## config.mk

```make
export PLATFORM = sky130hd
export DESIGN_NAME = fetch_sequencer_flat
export DESIGN_NICKNAME = d
export VERILOG_FILES = /design/src/rtl/fetch_pkg.sv /design/src/rtl/fetch_sequencer_if.sv /design/src/rtl/fetch_sequencer_byte_assembler.sv /design/src/rtl/fetch_sequencer.sv /design/src/flat_wrapper.sv
export SDC_FILE = /design/constraint.sdc
export NUM_CORES = 1
export LEC_CHECK = 0
export CAP_MARGIN = 25
export CORE_ASPECT_RATIO = 1.5
export CORE_MARGIN = 1.5
export CORE_UTILIZATION = 47
export DETAILED_ROUTE_END_ITERATION = 8
export PLACE_DENSITY = 0.77
export RECOVER_POWER = 50
export SYNTH_ARGS = -nofsm -noshare
export SYNTH_HDL_FRONTEND = slang
export SYNTH_SLANG_ARGS = --single-unit
```

## constraint.sdc

```tcl
create_clock -name clk -period 2.14 [get_ports clk]
set_input_delay 0.428 -clock clk [delete_from_list [all_inputs] [get_ports clk]]
set_output_delay 0.428 -clock clk [all_outputs]
set_load 0.1 [all_outputs]
```

## src/rtl/fetch_pkg.sv

```systemverilog
// Shared types and constants for the instruction fetch sequencer.
// Imported by the sequencer, its byte assembler and its bus interface.
package fetch_pkg;

    localparam int INST_W         = 32;
    localparam int BYTE_W         = 8;
    localparam int BYTES_PER_INST = 4;

    localparam logic [INST_W-1:0] NOP_INST = 32'h0;

    typedef enum logic [1:0] {
        FETCH = 2'd0,
        DRAIN = 2'd1,
        HOLD  = 2'd2
    } fetch_state_t;

    function automatic logic [INST_W-1:0] pc_inc(
        input logic [INST_W-1:0] pc
    );
        return pc + 32'd4;
    endfunction

    function automatic logic [INST_W-1:0] word_align(
        input logic [INST_W-1:0] addr
    );
        return addr & ~32'h3;
    endfunction

endpackage

```

## src/rtl/fetch_sequencer_if.sv

```systemverilog
// Memory, redirect and decode-side signals of the fetch sequencer.
// master = sequencer side, slave = memory/execute/decode environment.
interface fetch_sequencer_if
    import fetch_pkg::*;
#(
    parameter int ADDR_W = 8
);

    logic              mem_rd_en;
    logic [ADDR_W-1:0] mem_addr;
    logic [BYTE_W-1:0] mem_rd_data;

    logic              redirect_valid;
    logic [INST_W-1:0] redirect_addr;

    logic              inst_valid;
    logic              inst_ready;
    logic [INST_W-1:0] inst_data;
    logic [INST_W-1:0] inst_pc;
    logic [INST_W-1:0] next_pc;
    logic              inst_fault;

    modport master (
        output mem_rd_en,
        output mem_addr,
        input  mem_rd_data,
        input  redirect_valid,
        input  redirect_addr,
        output inst_valid,
        input  inst_ready,
        output inst_data,
        output inst_pc,
        output next_pc,
        output inst_fault
    );

    modport slave (
        input  mem_rd_en,
        input  mem_addr,
        output mem_rd_data,
        output redirect_valid,
        output redirect_addr,
        input  inst_valid,
        output inst_ready,
        input  inst_data,
        input  inst_pc,
        input  next_pc,
        input  inst_fault
    );

endinterface

```

## src/rtl/fetch_sequencer_byte_assembler.sv

```systemverilog
// Four-byte capture register: byte k lands in bits [31-8k -: 8].
// word_nxt exposes the word including this cycle's byte for same-edge loads.
module byte_assembler
    import fetch_pkg::*;
(
    input  logic              clk,
    input  logic              rst_n,
    input  logic              clr,
    input  logic              ld_en,
    input  logic [1:0]        idx,
    input  logic [BYTE_W-1:0] din,
    output logic [INST_W-1:0] word,
    output logic [INST_W-1:0] word_nxt
);

    always_comb begin
        word_nxt = word;
        if (ld_en) begin
            unique case (idx)
                2'd0: word_nxt[31:24] = din;
                2'd1: word_nxt[23:16] = din;
                2'd2: word_nxt[15:8]  = din;
                2'd3: word_nxt[7:0]   = din;
                default: word_nxt = word;
            endcase
        end
    end

    always_ff @(posedge clk or negedge rst_n) begin
        if (!rst_n) begin
            word <= NOP_INST;
        end else if (clr) begin
            word <= NOP_INST;
        end else begin
            word <= word_nxt;
        end
    end

endmodule

```

## src/rtl/fetch_sequencer.sv

```systemverilog
// Owns the PC and sequences four byte reads per instruction, handing
// big-endian words to decode over valid/ready; redirects abort in-flight fetches.
module fetch_sequencer
    import fetch_pkg::*;
#(
    parameter int                ADDR_W    = 8,
    parameter int                MEM_BYTES = 28,
    parameter logic [INST_W-1:0] RESET_PC  = 32'h0000_0000
)(
    input  logic              clk,
    input  logic              rst_n,
    fetch_sequencer_if.master bus
);

    localparam logic [INST_W-1:0] PC0 = RESET_PC & ~32'h3;

    fetch_state_t      state;
    logic [INST_W-1:0] pc;
    logic [1:0]        cnt;
    logic              armed;
    logic              rd_q;
    logic [1:0]        idx_q;

    logic              valid_q;
    logic [INST_W-1:0] data_q;
    logic [INST_W-1:0] ipc_q;
    logic [INST_W-1:0] npc_q;
    logic              fault_q;

    logic              rd_en;
    logic              fault;
    logic              cap;
    logic              redir;
    logic              xfer;
    logic [INST_W-1:0] tgt;
    logic [INST_W:0]   last_byte;
    logic [INST_W-1:0] word;
    logic [INST_W-1:0] word_nxt;

    // Last byte address of the word at pc, widened so wrap cannot hide a fault.
    assign last_byte = {1'b0, pc} + 33'd3;
    assign fault     = last_byte >= 33'(MEM_BYTES);

    assign redir = bus.redirect_valid;
    assign tgt   = word_align(bus.redirect_addr);
    assign xfer  = valid_q && bus.inst_ready;

    // armed keeps the reset-release cycle from counting as a fetch cycle.
    assign rd_en = armed && (state == FETCH) && !fault;
    assign cap   = rd_q && !redir;

    assign bus.mem_rd_en  = rd_en;
    assign bus.mem_addr   = pc[ADDR_W-1:0] + ADDR_W'(cnt);
    assign bus.inst_valid = valid_q;
    assign bus.inst_data  = data_q;
    assign bus.inst_pc    = ipc_q;
    assign bus.next_pc    = npc_q;
    assign bus.inst_fault = fault_q;

    byte_assembler u_asm (
        .clk      (clk),
        .rst_n    (rst_n),
        .clr      (redir),
        .ld_en    (cap),
        .idx      (idx_q),
        .din      (bus.mem_rd_data),
        .word     (word),
        .word_nxt (word_nxt)
    );

    always_ff @(posedge clk or negedge rst_n) begin
        if (!rst_n) begin
            armed <= 1'b0;
            rd_q  <= 1'b0;
            idx_q <= 2'd0;
        end else begin
            armed <= 1'b1;
            rd_q  <= rd_en && !redir;
            idx_q <= cnt;
        end
    end

    always_ff @(posedge clk or negedge rst_n) begin
        if (!rst_n) begin
            state   <= FETCH;
            pc      <= PC0;
            cnt     <= 2'd0;
            valid_q <= 1'b0;
            data_q  <= NOP_INST;
            ipc_q   <= '0;
            npc_q   <= '0;
            fault_q <= 1'b0;
        end else if (redir) begin
            state   <= FETCH;
            pc      <= tgt;
            cnt     <= 2'd0;
            valid_q <= 1'b0;
        end else if (armed) begin
            unique case (state)
                FETCH: begin
                    if (fault) begin
                        state   <= HOLD;
                        valid_q <= 1'b1;
                        data_q  <= NOP_INST;
                        ipc_q   <= pc;
                        npc_q   <= pc_inc(pc);
                        fault_q <= 1'b1;
                    end else begin
                        cnt <= cnt + 2'd1;
                        if (cnt == 2'd3) begin
                            state <= DRAIN;
                        end
                    end
                end
                DRAIN: begin
                    state   <= HOLD;
                    valid_q <= 1'b1;
                    data_q  <= word_nxt;
                    ipc_q   <= pc;
                    npc_q   <= pc_inc(pc);
                    fault_q <= 1'b0;
                end
                HOLD: begin
                    if (xfer) begin
                        state   <= FETCH;
                        pc      <= pc_inc(pc);
                        cnt     <= 2'd0;
                        valid_q <= 1'b0;
                    end
                end
                default: begin
                    state <= FETCH;
                    cnt   <= 2'd0;
                end
            endcase
        end
    end

endmodule

```

## src/flat_wrapper.sv

```systemverilog
// flat-port wrapper written by rule: the top's interface ports become plain ports
module fetch_sequencer_flat import fetch_pkg::*;
#(
    parameter int                ADDR_W    = 8,
    parameter int                MEM_BYTES = 28,
    parameter logic [INST_W-1:0] RESET_PC  = 32'h0000_0000
)
  (clk, rst_n, bus_mem_rd_en, bus_mem_addr, bus_mem_rd_data, bus_redirect_valid, bus_redirect_addr, bus_inst_valid, bus_inst_ready, bus_inst_data, bus_inst_pc, bus_next_pc, bus_inst_fault);
  fetch_sequencer_if #(.ADDR_W(ADDR_W)) bus_i ();
  input  logic clk;
  input  logic rst_n;
  output wire logic [$bits(bus_i.mem_rd_en)-1:0] bus_mem_rd_en;
  output wire logic [$bits(bus_i.mem_addr)-1:0] bus_mem_addr;
  input wire logic [$bits(bus_i.mem_rd_data)-1:0] bus_mem_rd_data;
  input wire logic [$bits(bus_i.redirect_valid)-1:0] bus_redirect_valid;
  input wire logic [$bits(bus_i.redirect_addr)-1:0] bus_redirect_addr;
  output wire logic [$bits(bus_i.inst_valid)-1:0] bus_inst_valid;
  input wire logic [$bits(bus_i.inst_ready)-1:0] bus_inst_ready;
  output wire logic [$bits(bus_i.inst_data)-1:0] bus_inst_data;
  output wire logic [$bits(bus_i.inst_pc)-1:0] bus_inst_pc;
  output wire logic [$bits(bus_i.next_pc)-1:0] bus_next_pc;
  output wire logic [$bits(bus_i.inst_fault)-1:0] bus_inst_fault;
  assign bus_mem_rd_en = bus_i.mem_rd_en;
  assign bus_mem_addr = bus_i.mem_addr;
  assign bus_i.mem_rd_data = bus_mem_rd_data;
  assign bus_i.redirect_valid = bus_redirect_valid;
  assign bus_i.redirect_addr = bus_redirect_addr;
  assign bus_inst_valid = bus_i.inst_valid;
  assign bus_i.inst_ready = bus_inst_ready;
  assign bus_inst_data = bus_i.inst_data;
  assign bus_inst_pc = bus_i.inst_pc;
  assign bus_next_pc = bus_i.next_pc;
  assign bus_inst_fault = bus_i.inst_fault;
  fetch_sequencer #(.ADDR_W(ADDR_W), .MEM_BYTES(MEM_BYTES), .RESET_PC(RESET_PC)) u_core (.clk(clk), .rst_n(rst_n), .bus(bus_i));
endmodule
```

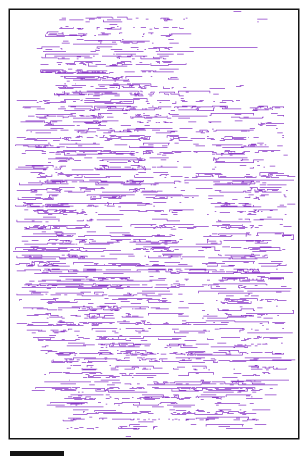
Fig. 1. M1 wires.
Scale bar: 20 um.
The wires run mostly horizontal. The layer carries 8,010 um of wire. The longest straight run is 40.0 um.
Routed WL: 21,000 um
DR vias: 6,028
GR Util met1: 0.272

==> Changelog: implementation <==
### Physical design

- Violated checks: setup timing
- Clk root buf: clkbuf_16
- Ant diodes: 0
- Final setup fails: 36
- Status: complete, but fails checks
- Die Ht: 157 um
- Cell Area, Synth: 7450 um^2
- Layout cells sized above 1: 0.375
- Avg Cell Area, Syn: 10.2 um^2
- Max VDD drop: 0.662 mV
- Most numerous logic cell after layout: dfrtp_1
- Final worst setup slack: -0.319 ns
- DRC: 0
- Global-route wire length before repair: about 30,000 um
- Crit path launch: u_core.pc[13]
- Final Util: 0.701
- DP HPWL: about 13,000 um
- Setup crit end: bus_mem_rd_en
- Distinct lib cells used: 37
- Most numerous logic cells after layout: dfrtp_1 (162), buf_4 (149), nand2_1 (70), xor2_1 (43)
- Pwr Density: 946 nW/um^2
- Max Clock Freq: 0.407 GHz
- Post-DRT Antenna Nets: 0
- Tool Warnings: 31
- GP Congestion: 0.821
- Die area: 16,600 um^2
- Post-Synthesis Cells: 730
- Vias in the first global route: 5,863
- Max cap viols: 0
- Hold Slack: 0.450 ns
- Clk pin slew, worst setup/hold paths: 0.07 ns
- Clock skew: 0.0112 ns
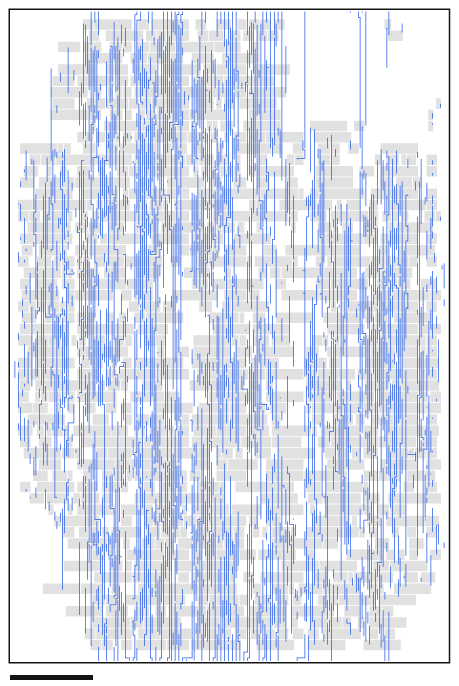
Fig. 2. Met2 routing.
Scale bar: 20 um. Cells faint in the background.
The wires run mostly vertical. 834 nets have wire on it. The longest straight run is 63.4 um.
M2 GR Usage: 0.427

[repair_timing]
item / CTS / global route
buffers inserted: 6 / 10
endpoints found under the hold margin: 46 / 0
gates cloned: 2 / 17
pin swaps: 5 / 50
hold buffers: 1 / 0
endpoints found under the setup margin: 83 / 96
gates resized: 20 / 188
[stage by stage]
step | instance area (um^2) | setup slack, ns
floorplan | 7510 | -0.361
global placement | 9260 | -0.120
detailed placement | 9260 | -0.169
CTS | 10100 | -0.352
global route | 10900 | -0.404
finish | 10900 | -0.319
[worst min-delay path by stage]
stage	cells after the start	endpoint	slack, ns
after floorplan	0	u_core.armed	0.13
after global placement	1	u_core.bus.inst_data[4]	0.42
after detailed placement	1	u_core.bus.inst_data[4]	0.43
after CTS	0	u_core.idx_q[1]	0.45
after global routing	0	u_core.idx_q[1]	0.46
final	0	u_core.idx_q[1]	0.45
[worst max-delay path, stage by stage, from the launching register on]
cell and delay (ns):
dfrtp_2 0.44, nor4_4 0.31, buf_4 0.15, nand4_1 0.11
buf_4 0.18, nor4_4 0.19, buf_12 0.22
[cell type report]
class / count / area, um^2
timing repair buffer: 242 / 2430
clock buffer: 17 / 425
fill: 1142 / 4640
clock inverter: 15 / 163
inverter: 5 / 18.8
multi-input combinational: 498 / 3520
tap: 203 / 254
sequential: 164 / 4110
[synthesized netlist by cell type, drive strengths merged]
library cell	instances	share of area
a21o	1	0.0010
a21oi	2	0.0013
a22o	1	0.0012
a31oi	1	0.00084
and2	3	0.0025
and3	6	0.0050
buf	36	0.029
clkbuf	30	0.015
conb	2	0.0010
dfrtp	164	0.55
ha	2	0.0034
inv	5	0.0025
mux2	29	0.044
mux2i	33	0.044
nand2	117	0.059
nand2b	32	0.027
nand3	24	0.016
nand3b	1	0.0010
nand4	19	0.017
nand4b	3	0.0035
nor2	40	0.020
nor2b	2	0.0017
nor3	5	0.0034
nor4	13	0.011
nor4b	1	0.0012
nor4bb	2	0.0027
o211ai	1	0.0017
o21ai	97	0.065
o31ai	1	0.0010
xnor2	14	0.016
xor2	43	0.051
[layer usage]
metal,wire length [um],share of wire
met1,8010,0.38
met2,11600,0.55
met3,880,0.042
met4,439,0.021
met5,0,0
[flip-flops by register name, summed over array words and instances (netlist names), 2 cells and up]
name                  cells
u_core.bus.inst_data     32
u_core.u_asm.word        32
u_core.bus.inst_pc       30
u_core.bus.next_pc       30
u_core.pc                30
u_core.cnt                2
u_core.idx_q              2
u_core.state              2
[where the power goes]
part | switching (mW) | internal, mW | total (mW)
Sequential | 0.227 | 3.40 | 3.63
Combinational | 2.65 | 0.978 | 3.63
Clock | 1.41 | 1.66 | 3.07
[cell families after synthesis]
group	share of synthesized area
muxes	0.0882
xor gates and xnor gates	0.0670
and+or+nand+nor	0.171
AOI/OAI and AO/OA	0.0722
adders and majority gates	0.00336
buffers and inverters	0.0462
DFF	0.551
other	0.00101
Power is estimated from default activity; no workload was simulated.
